===== src/rtl/led_matrix_scanner.sv =====
// led_matrix_scanner: row-multiplexed 8x8 LED driver with per-frame snapshot and per-row blanking
module led_matrix_scanner #(
    parameter int DWELL_CYCLES = 4,
    parameter int BLANK_CYCLES = 1
) (
    input  logic            clk,
    input  logic            reset,
    input  logic            en,
    input  logic [7:0][7:0] grid,
    output logic [7:0]      row_sel,
    output logic [7:0]      col_on,
    output logic            frame_start,
    output logic [2:0]      row_idx
);
    localparam int MAXC = DWELL_CYCLES > BLANK_CYCLES ? DWELL_CYCLES : BLANK_CYCLES;
    localparam int CW = $clog2(MAXC + 1);
    localparam logic [CW-1:0] DL = CW'(DWELL_CYCLES - 1);
    localparam logic [CW-1:0] BL = CW'(BLANK_CYCLES > 0 ? BLANK_CYCLES - 1 : 0);
    typedef enum logic [1:0] {IDLE, LOAD, BLANK, DRIVE} state_t;
    state_t          state;
    logic [CW-1:0]   cnt;
    logic [7:0][7:0] shadow;
    logic [2:0]      nxt;
    assign nxt = row_idx + 3'd1;
    // Scan FSM; outputs are set on entry to each state so they track the state register exactly
    always_ff @(posedge clk) begin
        if (reset) begin
            state       <= IDLE;
            cnt         <= '0;
            row_idx     <= '0;
            shadow      <= '0;
            row_sel     <= '0;
            col_on      <= '0;
            frame_start <= 1'b0;
        end else if (!en) begin
            state       <= IDLE;
            cnt         <= '0;
            row_idx     <= '0;
            row_sel     <= '0;
            col_on      <= '0;
            frame_start <= 1'b0;
        end else begin
            frame_start <= 1'b0;
            case (state)
                IDLE: begin
                    state       <= LOAD;
                    frame_start <= 1'b1;
                end
                LOAD: begin
                    shadow  <= grid;
                    row_idx <= '0;
                    cnt     <= '0;
                    if (BLANK_CYCLES > 0) state <= BLANK;
                    else begin
                        state   <= DRIVE;
                        row_sel <= 8'd1;
                        col_on  <= grid[0];
                    end
                end
                BLANK: begin
                    if (cnt == BL) begin
                        cnt     <= '0;
                        state   <= DRIVE;
                        row_sel <= 8'(1) << row_idx;
                        col_on  <= shadow[row_idx];
                    end else cnt <= cnt + 1'b1;
                end
                DRIVE: begin
                    if (cnt == DL) begin
                        cnt     <= '0;
                        row_sel <= '0;
                        col_on  <= '0;
                        if (row_idx == 3'd7) begin
                            state       <= LOAD;
                            frame_start <= 1'b1;
                            row_idx     <= '0;
                        end else begin
                            row_idx <= nxt;
                            if (BLANK_CYCLES > 0) state <= BLANK;
                            else begin
                                state   <= DRIVE;
                                row_sel <= 8'(1) << nxt;
                                col_on  <= shadow[nxt];
                            end
                        end
                    end else cnt <= cnt + 1'b1;
                end
            endcase
        end
    end
endmodule


===== config.mk =====
export PLATFORM = sky130hd
export DESIGN_NAME = led_matrix_scanner
export DESIGN_NICKNAME = d
export VERILOG_FILES = /design/src/rtl/led_matrix_scanner.sv
export SDC_FILE = /design/constraint.sdc
export NUM_CORES = 1
export LEC_CHECK = 0
export CORE_MARGIN = 4
export CORE_UTILIZATION = 50
export DETAILED_ROUTE_END_ITERATION = 10
export GPL_TIMING_DRIVEN = 0
export HOLD_SLACK_MARGIN = 0.12
export PLACE_DENSITY_LB_ADDON = 0.2
export SYNTH_ARGS = -nofsm -noshare
export SYNTH_HDL_FRONTEND = slang
export SYNTH_SLANG_ARGS = --single-unit

===== constraint.sdc =====
create_clock -name clk -period 2.01 [get_ports clk]
set_clock_uncertainty 0.1 [all_clocks]
set_input_delay 0.402 -clock clk [delete_from_list [all_inputs] [get_ports clk]]
set_output_delay 0.402 -clock clk [all_outputs]
set_load 0.03 [all_outputs]

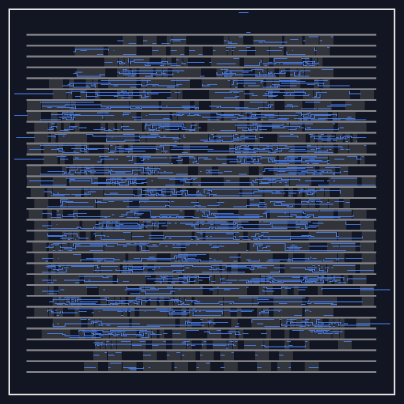
run_1/met1.png
Scale: 4 px per um. Supply wires on this layer in gray. Cells faint in the background.
nets with wire on the layer: 545
wire length on this layer: 4060 um
longest straight run: 37.7 um
share of all routed wire: 42%
main direction: horizontal

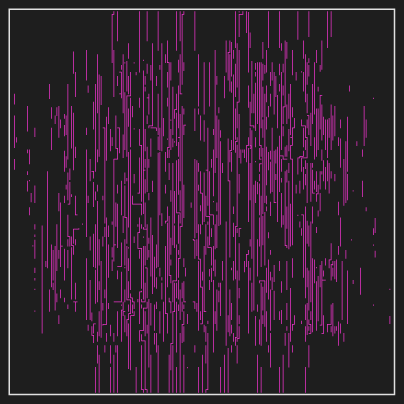
run_1/met2.png
Scale: 4 px per um.
longest straight run: 35.7 um
wire length on this layer: 4860 um
main direction: vertical
share of all routed wire: 50%

==> flow_metrics.py, run 1 <==
# Physical implementation metrics
metrics = {
    "synthesis": {
        "top_cell": "nand2_1",
        "ys.flop_type": "dfxtp_1",
        "async_flop_share_pct": 0,
        "syn_inst": 439,
        "ys.warnings.count": 0,
        "syn_area_um2": 3870,
        "numSynthFlops": 89,
        "yosysUniqueCellTypes": 40,
        "syn_nets": 521,
        "ys_cells": 439,
        "top_area_cell": "dfxtp_1",
        "synthTopCellsByCount": "144 x nand2_1, 89 x dfxtp_1, 79 x a21oi_1",
        "syn_area_per_cell_um2": 8.81,
        "synthDominantCellAreaShare_pct": 46.1,
        "ys_chip_area_um2": 3870,
        "area_leaders": "dfxtp_1 46%, nand2_1 14%, a21oi_1 10%",
        "ys_seq_share_pct": 46.1,
    },
    "grt": {
        "grt-ovfl-total": 0,
        "use_met2_pct": 37.6,
        "met1_usage_pct": 26.5,
        "antenna_found_initial": 0,
        "grt_pass1_wl_um": 15200,
        "grt_busiest_layer": "met2",
        "grtUsageMet3_pct": 4.85,
        "grt_pass1_vias": 3252,
        "grt_start_max_net_pins": 14,
    },
    "critical_path": {
        "worstPathArrival_ns": 1.46,
        "cp-endpoint": "row_idx[1]",
        "crit_path_max_fanout": 4,
        "path_delay_family": "buffers and inverters",
        "r2r_cells": 5,
        "rr_startpoint": "state[0]$_SDFFE_PP0P_",
        "crit_type": "reg2out",
        "slowest_delay_ns": 0.70,
        "start_kind": "register",
        "cp_cell_sequence": "clkdlybuf4s50_1",
        "crit_start": "row_idx[1]$_SDFFE_PP0P_",
        "crit_slowest_cell": "clkdlybuf4s50_1",
        "endpoint_kind": "output port",
        "required_ns": 1.51,
    },
    "clocking": {
        "h-tree-depth": 3,
        "numCtsBuffers": 9,
        "clockRootBuffer": "clkbuf_8",
        "cts_tree": "done",
        "cts.sinks": 89,
        "cts.clk_slew.worst_paths_ns": 0.08,
        "cts_buffer_depth": 2,
    },
    "place": {
        "port_buffers": 86,
        "dp.cells": 624,
        "gp_congestion": 0.856,
        "dpl_cell_area_um2": 4850,
        "dp_hpwl_um": 7280,
    },
    "hold_path": {
        "hold_depth": 2,
        "hold_path_end": "row_sel[7]$_SDFFE_PP0P_",
        "holdCritPathClass": "reg2reg",
        "hp-start": "row_sel[7]$_SDFFE_PP0P_",
    },
    "floorplanning": {
        "die_area_um2": 9210,
        "row_count": 31,
        "io_pins": 87,
        "die_height_um": 96.0,
        "n_tap_cell": 99,
        "core_area_um2": 7370,
        "initCoreUtil_pct": 52.5,
    },
    "detailed_routing": {
        "firstDrtPassIters": 5,
        "drcViolationCount": 0,
        "wl_per_cell_um": 15.1,
        "ant_nets": 0,
        "wirelength_um": 9660,
        "viasPerCell": 5.24,
        "vias": 3342,
    },
    "layout": {
        "bufAreaShareNonClock_pct": 20.0,
        "regArea_um2": 1780,
        "nNetsFinal": 618,
        "sh_seq_area_pct": 35.1,
        "clkbuf_count": 11,
        "diodes": 0,
        "nNonClkBuffers": 115,
        "nonClockInverterCount": 10,
        "final_area_um2": 5080,
        "area.growth.synth_to_final_pct": 31.3,
        "multiInputCombCellCount": 311,
        "final_layout_size_suffix_gt1_share_pct": 10.9,
        "sh_comb_area_pct": 38.1,
        "instances_no_fill": 638,
        "largest_class": "multi-input combinational cells",
    },
    "pwr": {
        "vdd_drop_max_uv": 406,
        "total_power_w": 0.00337,
        "p_per_area_nw_per_um2": 663,
    },
    "timing": {
        "post-route-min-period_ns": 1.96,
        "final-setup-viol-count": 0,
        "period_used_pct": 97.4,
        "rsz0062_at_grt": "yes",
        "max_freq_mhz": 511,
        "slew_headroom_pct": 67.0,
        "worst_pin_slew_ns": 0.495,
        "fin_setup_tns_ns": 0,
        "finalHoldViolations": 0,
    },
    "job": {
        "drv_cap": 0,
        "tool_warnings": 37,
    },
    "run_status": {
        "status": "completed",
    },
}
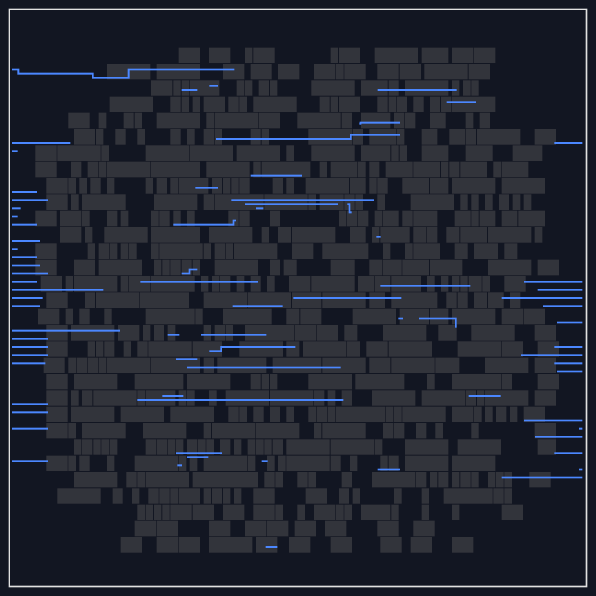
run_1/met3.png
Scale: 6 px per um. Cells faint in the background.
main direction: horizontal
wire length on this layer: 585 um
nets with wire on the layer: 64
share of all routed wire: 6.1%
longest straight run: 34.0 um

==> run 1: report_power, final <==
group	switching, W	internal [W]
Sequential	0.0000271	0.00181
Clock	0.000606	0.000594
Combinational	0.000151	0.000183
Total	0.000784	0.00258
==> run 1: metrics by stage <==
step	hold slack [ns]	setup slack [ns]	util, %
after floorplan	0.333	0.0952	-
after global placement	0.339	-0.418	65.8
after detailed placement	0.347	-0.450	65.8
after CTS	0.358	0.00270	68.5
after global routing	0.371	-0.0638	68.9
final	0.356	0.0519	68.9
==> run 1: registers in the layout, summed over array words and instances (netlist names) <==
signal       count
row_idx          3
state            2
col_on           8
shadow          64
cnt              3
row_sel          8
frame_start      1
==> run 1: routing by layer <==
| layer | vias up | part of all wire, % |
|---|---|---|
| li1 | 1686 | - |
| met1 | 1540 | 42 |
| met2 | 99 | 50 |
| met3 | 17 | 6.0 |
| met4 | 0 | 1.7 |
| met5 | - | 0 |
==> run 1: cells by family (layout without fill, tap and decap cells) <==
family	after synthesis	count (layout)	share of synthesized area (%)
and+or+nand+nor	182	182	20.3
AOI/OAI and AO/OA	96	96	14.4
DFF	89	89	46.1
buffers and inverters	39	139	4.56
muxes	18	18	9.84
adders and majority gates	15	15	4.85
==> run 1: layout by cell type, fill, tap and decap left out, types with 3 or more instances in the layout <==
cell,n
nand2_1,143
dfxtp_1,88
clkdlybuf4s50_1,84
a21oi_1,79
mux4_2,16
ha_1,14
clkbuf_1,11
clkbuf_8,10
inv_1,9
nor2_1,9
clkbuf_2,6
nand3_1,6
and3_1,6
a221o_1,6
buf_4,4
buf_2,4
buf_1,3
nand3b_1,3
==> run 1: what timing repair did <==
| action | 4_1_cts | 5_1_grt |
|---|---|---|
| pin swaps | 1 | 0 |
| buffers inserted | 1 | 0 |
| setup endpoints to repair | 67 | 68 |
| resized | 4 | 18 |
--- run 2 (diff from run 1) ---
- ABC_CLOCK_PERIOD_IN_PS: unset -> 2009
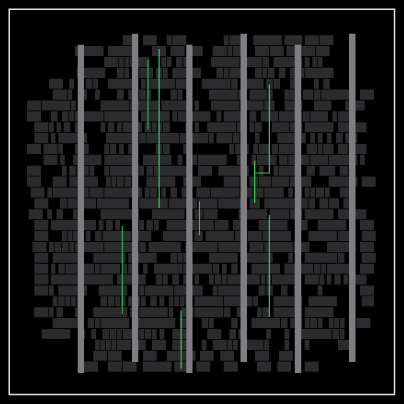
run_2/met4.png
Scale: 4 px per um. Supply wires on this layer in gray. Cells faint in the background.
longest straight run: 39.4 um
nets with wire on the layer: 4
main direction: vertical
share of all routed wire: 1.7%

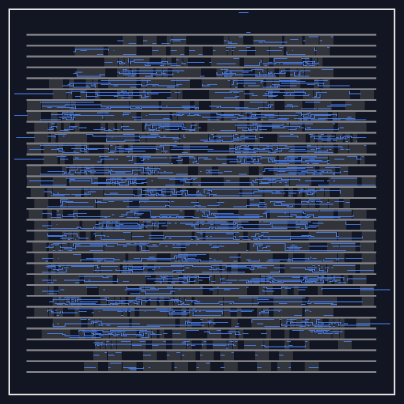
run_2/met1.png
Scale: 4 px per um. Supply wires on this layer in gray. Cells faint in the background.
final wirelength: 9660 um
total number of vias: 3342
Global Route met1 Usage: 26.5%

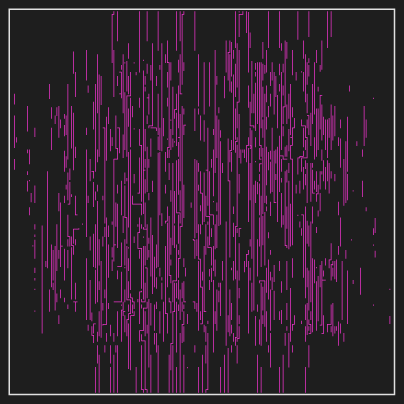
run_2/met2.png
Scale: 4 px per um.
wire length on this layer: 4860 um
share of all routed wire: 50%
nets with wire on the layer: 494

==> run 2 against run 1 <==
Design area stayed put. Critical path depth stayed put. First-iteration DRC count stayed put. Sequential power hardly changed. Count of clock-buffer cells in the layout stayed put. Register-to-register slack hardly changed. Via count stayed put. Non-clock buffer count stayed put. Clock power hardly changed. Critical path type unchanged. Critical endpoint unchanged.
==> flow_metrics.py, run 2 <==
# Physical implementation metrics
metrics = {
    "run_status": {
        "status": "completed",
    },
    "timing": {
        "worst_pin_slew_ns": 0.495,
        "post-route-min-period_ns": 1.96,
        "period_used_pct": 97.4,
        "fin_setup_tns_ns": 0,
        "finalWorstSetupSlack_ns": 0.0519,
        "drv_slew": 0,
        "final-setup-viol-count": 0,
        "finalHoldViolations": 0,
        "max_freq_mhz": 511,
        "slew_headroom_pct": 67.0,
        "hold-worst-slack_ns": 0.356,
        "rsz0062_at_grt": "yes",
    },
    "critical_path": {
        "crit_slowest_cell": "clkdlybuf4s50_1",
        "crit_type": "reg2out",
        "r2r_cells": 5,
        "cp_cell_sequence": "clkdlybuf4s50_1",
        "worstPathArrival_ns": 1.46,
        "crit_cells": 1,
        "required_ns": 1.51,
        "start_kind": "register",
        "slowest_delay_ns": 0.70,
        "endpoint_kind": "output port",
        "path_delay_family": "buffers and inverters",
        "critPathBufInv": 1,
        "crit_path_max_fanout": 4,
    },
    "job": {
        "drv_cap": 0,
        "tool_warnings": 37,
    },
    "grt": {
        "grt_pass1_wl_um": 15200,
        "grt_start_max_net_pins": 14,
        "grt_pass1_vias": 3252,
        "grt-ovfl-total": 0,
        "grt_usage_pct": 21.7,
        "antenna_found_initial": 0,
    },
    "layout": {
        "final_cell_mix": "143 x nand2_1, 88 x dfxtp_1, 84 x clkdlybuf4s50_1",
        "largest_register": "shadow",
        "instances_no_fill": 638,
        "fill_cells": 607,
        "lay_top_count": "nand2_1",
        "regArea_um2": 1780,
        "fin_util_pct": 68.9,
        "top_regs": "shadow: 64 flops, col_on: 8 flops, row_sel: 8 flops",
        "final_layout_size_suffix_gt1_share_pct": 10.9,
        "largest_reg_flops": 64,
        "area.growth.synth_to_final_pct": 31.3,
        "diodes": 0,
        "nNetsFinal": 618,
        "final_area_um2": 5080,
        "final-comb-area_um2": 1940,
    },
    "synthesis": {
        "syn_nets": 521,
        "syn_area_per_cell_um2": 8.81,
        "ys_cells": 439,
        "synthTopCellsByCount": "144 x nand2_1, 89 x dfxtp_1, 79 x a21oi_1",
        "ys_chip_area_um2": 3870,
        "numSynthFlops": 89,
        "ys.warnings.count": 0,
        "ys_seq_share_pct": 46.1,
        "area_leaders": "dfxtp_1 46%, nand2_1 14%, a21oi_1 10%",
        "syn_inst": 439,
        "edf_count": 0,
        "syn_area_um2": 3870,
        "synthDominantCellAreaShare_pct": 46.1,
        "top_area_cell": "dfxtp_1",
        "ys.flop_type": "dfxtp_1",
        "top_cell": "nand2_1",
        "async_flop_share_pct": 0,
        "yosysUniqueCellTypes": 40,
    },
    "clocking": {
        "cts.clk_slew.worst_paths_ns": 0.08,
        "cts_tree": "done",
        "h-tree-depth": 3,
        "clk_latency_ns": 0.36,
        "numCtsBuffers": 9,
        "cts_buffer_depth": 2,
        "clockRootBuffer": "clkbuf_8",
        "cts.sinks": 89,
    },
    "floorplanning": {
        "die_w_um": 96.0,
        "die_height_um": 96.0,
        "initCoreUtil_pct": 52.5,
        "core_area_um2": 7370,
        "io_pins": 87,
        "row_count": 31,
        "die_area_um2": 9210,
    },
    "detailed_routing": {
        "wl_per_cell_um": 15.1,
        "firstDrtPassIters": 5,
        "viasPerCell": 5.24,
        "drtIter0Drc": 168,
        "ant_nets": 0,
        "drcViolationCount": 0,
    },
    "hold_path": {
        "hold_depth": 2,
        "holdCritPathClass": "reg2reg",
    },
    "place": {
        "dp.cells": 624,
        "dpl_cell_area_um2": 4850,
        "port_buffers": 86,
        "gp_congestion": 0.856,
        "pre_cts_ws_ns": -0.450,
        "dp_hpwl_um": 7280,
    },
    "pwr": {
        "p_per_area_nw_per_um2": 663,
        "total_power_w": 0.00337,
        "leakage_nw": 1.77,
        "vdd_drop_max_uv": 406,
    },
}
run 2: logic make-up (layout without fill, tap and decap cells):
family                   after synthesis  in the layout  share of synthesized area (%)
AND-OR/OR-AND                         96             96                           14.4
adder cells (fa/ha/maj)               15             15                           4.85
buffers and inverters                 39            139                           4.56
flip-flops                            89             89                           46.1
multiplexers                          18             18                           9.84
AND/OR/NAND/NOR                      182            182                           20.3
run 2: power breakdown:
part	internal, W	total (W)	switching [W]
clock network	0.000594	0.00120	0.000606
registers	0.00181	0.00183	0.0000271
logic	0.000183	0.000334	0.000151
run 2: worst paths after layout:
| kind | to | slack (ns) | startpoint |
|---|---|---|---|
| setup / recovery | row_idx[1] | 0.05 | row_idx[1]$_SDFFE_PP0P_ |
| hold / removal | row_sel[7]$_SDFFE_PP0P_ | 0.36 | row_sel[7]$_SDFFE_PP0P_ |
| setup reg to reg | row_idx[1]$_SDFFE_PP0P_ | 0.12 | state[0]$_SDFFE_PP0P_ |
| hold reg to reg | row_sel[7]$_SDFFE_PP0P_ | 0.36 | row_sel[7]$_SDFFE_PP0P_ |
run 2: routing by layer:
layer	global-route usage [%]	vias to the layer above	share of wire, %
met5	0	-	0
met2	37.6	99	50
met3	4.85	17	6.0
li1	-	1686	-
met4	7.94	0	1.7
met1	26.5	1540	42
run 2: final cells by class:
cell class                 count  share of cell area, %
clock buffer                  11                   2.78
timing repair buffer          87                   17.1
clock inverter                 3                  0.838
tap                           99                   2.44
buffer                        28                   2.83
multi-input combinational    311                   38.1
inverter                      10                  0.739
sequential                    89                   35.1
run 2: timing repair:
action	in CTS	in global routing
pin swaps	1	0
resized	4	18
setup endpoints to repair	67	68
buffers inserted	1	0
hold buffers	0	0
--- run 3 (diff from run 2) ---
- CORE_UTILIZATION: 50 -> 39
- CTS_CLUSTER_DIAMETER: unset -> 80
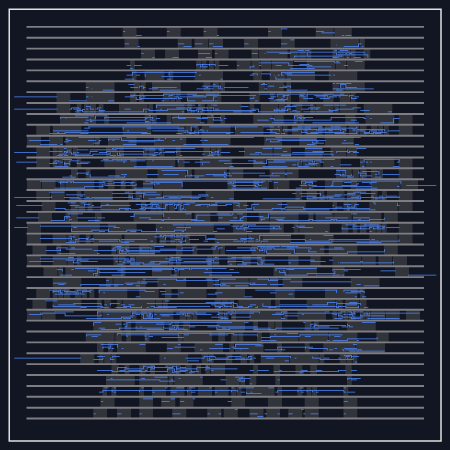
run_3/met1.png
Scale: 4 px per um. Supply wires on this layer in gray. Cells faint in the background.
Global Route met1 Usage: 21.2%
total number of vias: 3297
final wirelength: 9760 um

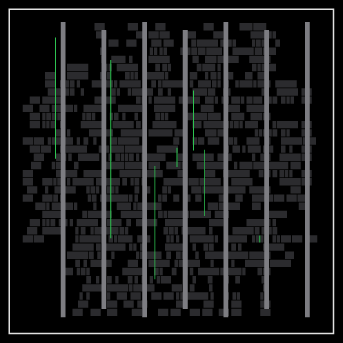
run_3/met4.png
Scale: 3 px per um. Supply wires on this layer in gray. Cells faint in the background.

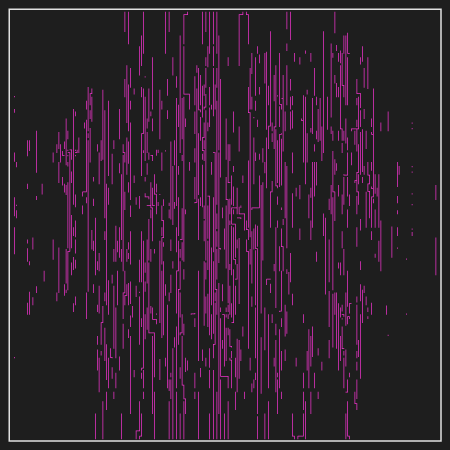
run_3/met2.png
Scale: 4 px per um.
longest straight run: 41.3 um
nets with wire on the layer: 496
share of all routed wire: 49%
main direction: vertical

==> run 3 against run 2 <==
Worst hold slack got worse by 0.0032 ns. Global-route usage fell by 4.3 points. Sequential share of layout area shrank 0.20 points. Final cell count is 5.6% higher. Worst setup slack better by 0.031 ns. Via count fell by 1.3%. Non-clock buffer count unchanged. Wire length rose by 1.0%. Largest cell class unchanged. Highest routed layer unchanged.
==> flow_metrics.py, run 3 <==
# Physical implementation metrics
metrics = {
    "timing": {
        "final-setup-viol-count": 0,
        "rsz0062_at_grt": "no",
        "drv_slew": 0,
        "post-route-min-period_ns": 1.93,
        "period_used_pct": 95.9,
        "finalHoldViolations": 0,
        "slew_headroom_pct": 66.5,
    },
    "critical_path": {
        "r2r_cells": 6,
        "critPathBufInv": 1,
        "r2r_slack_ns": 0.12,
        "worstPathArrival_ns": 1.42,
        "endpoint_kind": "output port",
        "path_delay_family": "buffers and inverters",
        "slowest_delay_ns": 0.69,
        "crit_type": "reg2out",
        "required_ns": 1.51,
        "cp_cell_sequence": "clkdlybuf4s50_1",
        "crit_slowest_cell": "clkdlybuf4s50_1",
        "r2r-end": "col_on[1]$_SDFFE_PP0P_",
    },
    "layout": {
        "final_area_um2": 5110,
        "diodes": 0,
        "regArea_um2": 1780,
        "sh_comb_area_pct": 37.6,
        "lay_top_count": "nand2_1",
        "area.growth.synth_to_final_pct": 32.0,
        "nFlopsAndLatches": 89,
        "bufAreaShareNonClock_pct": 20.0,
        "fin_util_pct": 52.5,
        "final_layout_size_suffix_gt1_share_pct": 11.6,
        "sh_seq_area_pct": 34.9,
        "final_cell_mix": "144 x nand2_1, 88 x dfxtp_1, 83 x clkdlybuf4s50_1",
        "nonClockInverterCount": 10,
        "largest_register": "shadow",
        "nNetsFinal": 618,
    },
    "synthesis": {
        "ys.warnings.count": 0,
        "ys_seq_share_pct": 46.1,
        "async_flop_share_pct": 0,
        "top_area_cell": "dfxtp_1",
        "syn_nets": 521,
        "ys.flop_type": "dfxtp_1",
        "area_leaders": "dfxtp_1 46%, nand2_1 14%, a21oi_1 10%",
        "syn_inst": 439,
        "syn_area_per_cell_um2": 8.81,
    },
    "pwr": {
        "p_per_area_nw_per_um2": 647,
        "seq_power_share_pct": 55.5,
        "vdd_drop_max_uv": 287,
        "leakage_nw": 1.79,
        "total_power_w": 0.00330,
    },
    "place": {
        "pre_cts_ws_ns": -0.416,
        "dp_hpwl_um": 7450,
        "port_buffers": 86,
        "gp_congestion": 0.846,
        "dpl_cell_area_um2": 4890,
        "dp.cells": 658,
    },
    "floorplanning": {
        "core_area_um2": 9730,
        "io_pins": 87,
        "die_w_um": 108,
        "n_tap_cell": 133,
        "row_count": 36,
        "initCoreUtil_pct": 39.8,
        "die_area_um2": 11600,
        "die_height_um": 108,
    },
    "grt": {
        "grtUsageMet3_pct": 3.78,
        "use_met2_pct": 30.5,
        "grt-ovfl-total": 0,
        "grt_usage_pct": 17.4,
        "antenna_found_initial": 0,
        "grt_pass1_vias": 3263,
        "grt_pass1_wl_um": 15600,
        "grt_start_max_net_pins": 16,
    },
    "run_status": {
        "status": "completed",
    },
    "job": {
        "drv_cap": 0,
    },
    "detailed_routing": {
        "highest_layer": "met4",
        "dr_wl_met2_um": 4800,
        "viasPerCell": 4.89,
        "m1WireLength_um": 4360,
        "met3_length_um": 427,
        "drtIter0Drc": 110,
        "ant_nets": 0,
    },
    "clocking": {
        "clk_latency_ns": 0.36,
        "holdBufCountCts": 0,
        "numCtsBuffers": 9,
        "cts_buffer_depth": 2,
        "h-tree-depth": 3,
        "cts.sinks": 89,
    },
    "hold_path": {
        "holdCritPathClass": "reg2reg",
        "hold_path_end": "row_sel[1]$_SDFFE_PP0P_",
    },
}
-- run 3: power by group through the flow --
stage | logic (W) | registers, W | clock network, W
final | 0.000333 | 0.00184 | 0.00114
after global routing | 0.000365 | 0.00184 | 0.00124
after CTS | 0.000333 | 0.00184 | 0.00116
after detailed placement | 0.000331 | 0.00188 | 0
after global placement | 0.000326 | 0.00187 | 0
after floorplan | 0.000146 | 0.00187 | 0
-- run 3: how the worst max path moves through the flow --
stage / from / endpoint / slack [ns] / cells after the start
6_report: col_on[1]$_SDFFE_PP0P_ / col_on[1] / 0.08 / 1
5_1_grt: state[0]$_SDFFE_PP0P_ / col_on[5]$_SDFFE_PP0P_ / 0.003 / 6
4_1_cts: state[1]$_SDFFE_PP0P_ / shadow[52]$_SDFFE_PP0P_ / 0.006 / 6
3_5_place_dp: en / shadow[52]$_SDFFE_PP0P_ / -0.42 / 6
3_3_place_gp: en / shadow[52]$_SDFFE_PP0P_ / -0.36 / 6
2_1_floorplan: row_idx[2]$_SDFFE_PP0P_ / col_on[1]$_SDFFE_PP0P_ / 0.1 / 4
-- run 3: kinds of logic after synthesis --
| kind of cell | synth area share [%] |
|---|---|
| buffers and inverters | 4.56 |
| DFF | 46.1 |
| and+or+nand+nor | 20.3 |
| muxes | 9.84 |
| adders and majority gates | 4.85 |
| AOI/OAI and AO/OA | 14.4 |
-- run 3: tightest hold or removal path: cells and delay by family, from the launching register on --
family | cells | cell delay [ns]
compound gates | 1 | 0.05
simple gates | 1 | 0.05
flops | 1 | 0.31
-- run 3: timing repair --
action                                  4_1_cts  5_1_grt
cloned                                        0        0
endpoints found under the setup margin       67       71
pin swaps                                     1        0
gates resized                                 4       21
buffers inserted                              1        0
Power figures rest on the tool's default switching activity, not on a simulated workload.
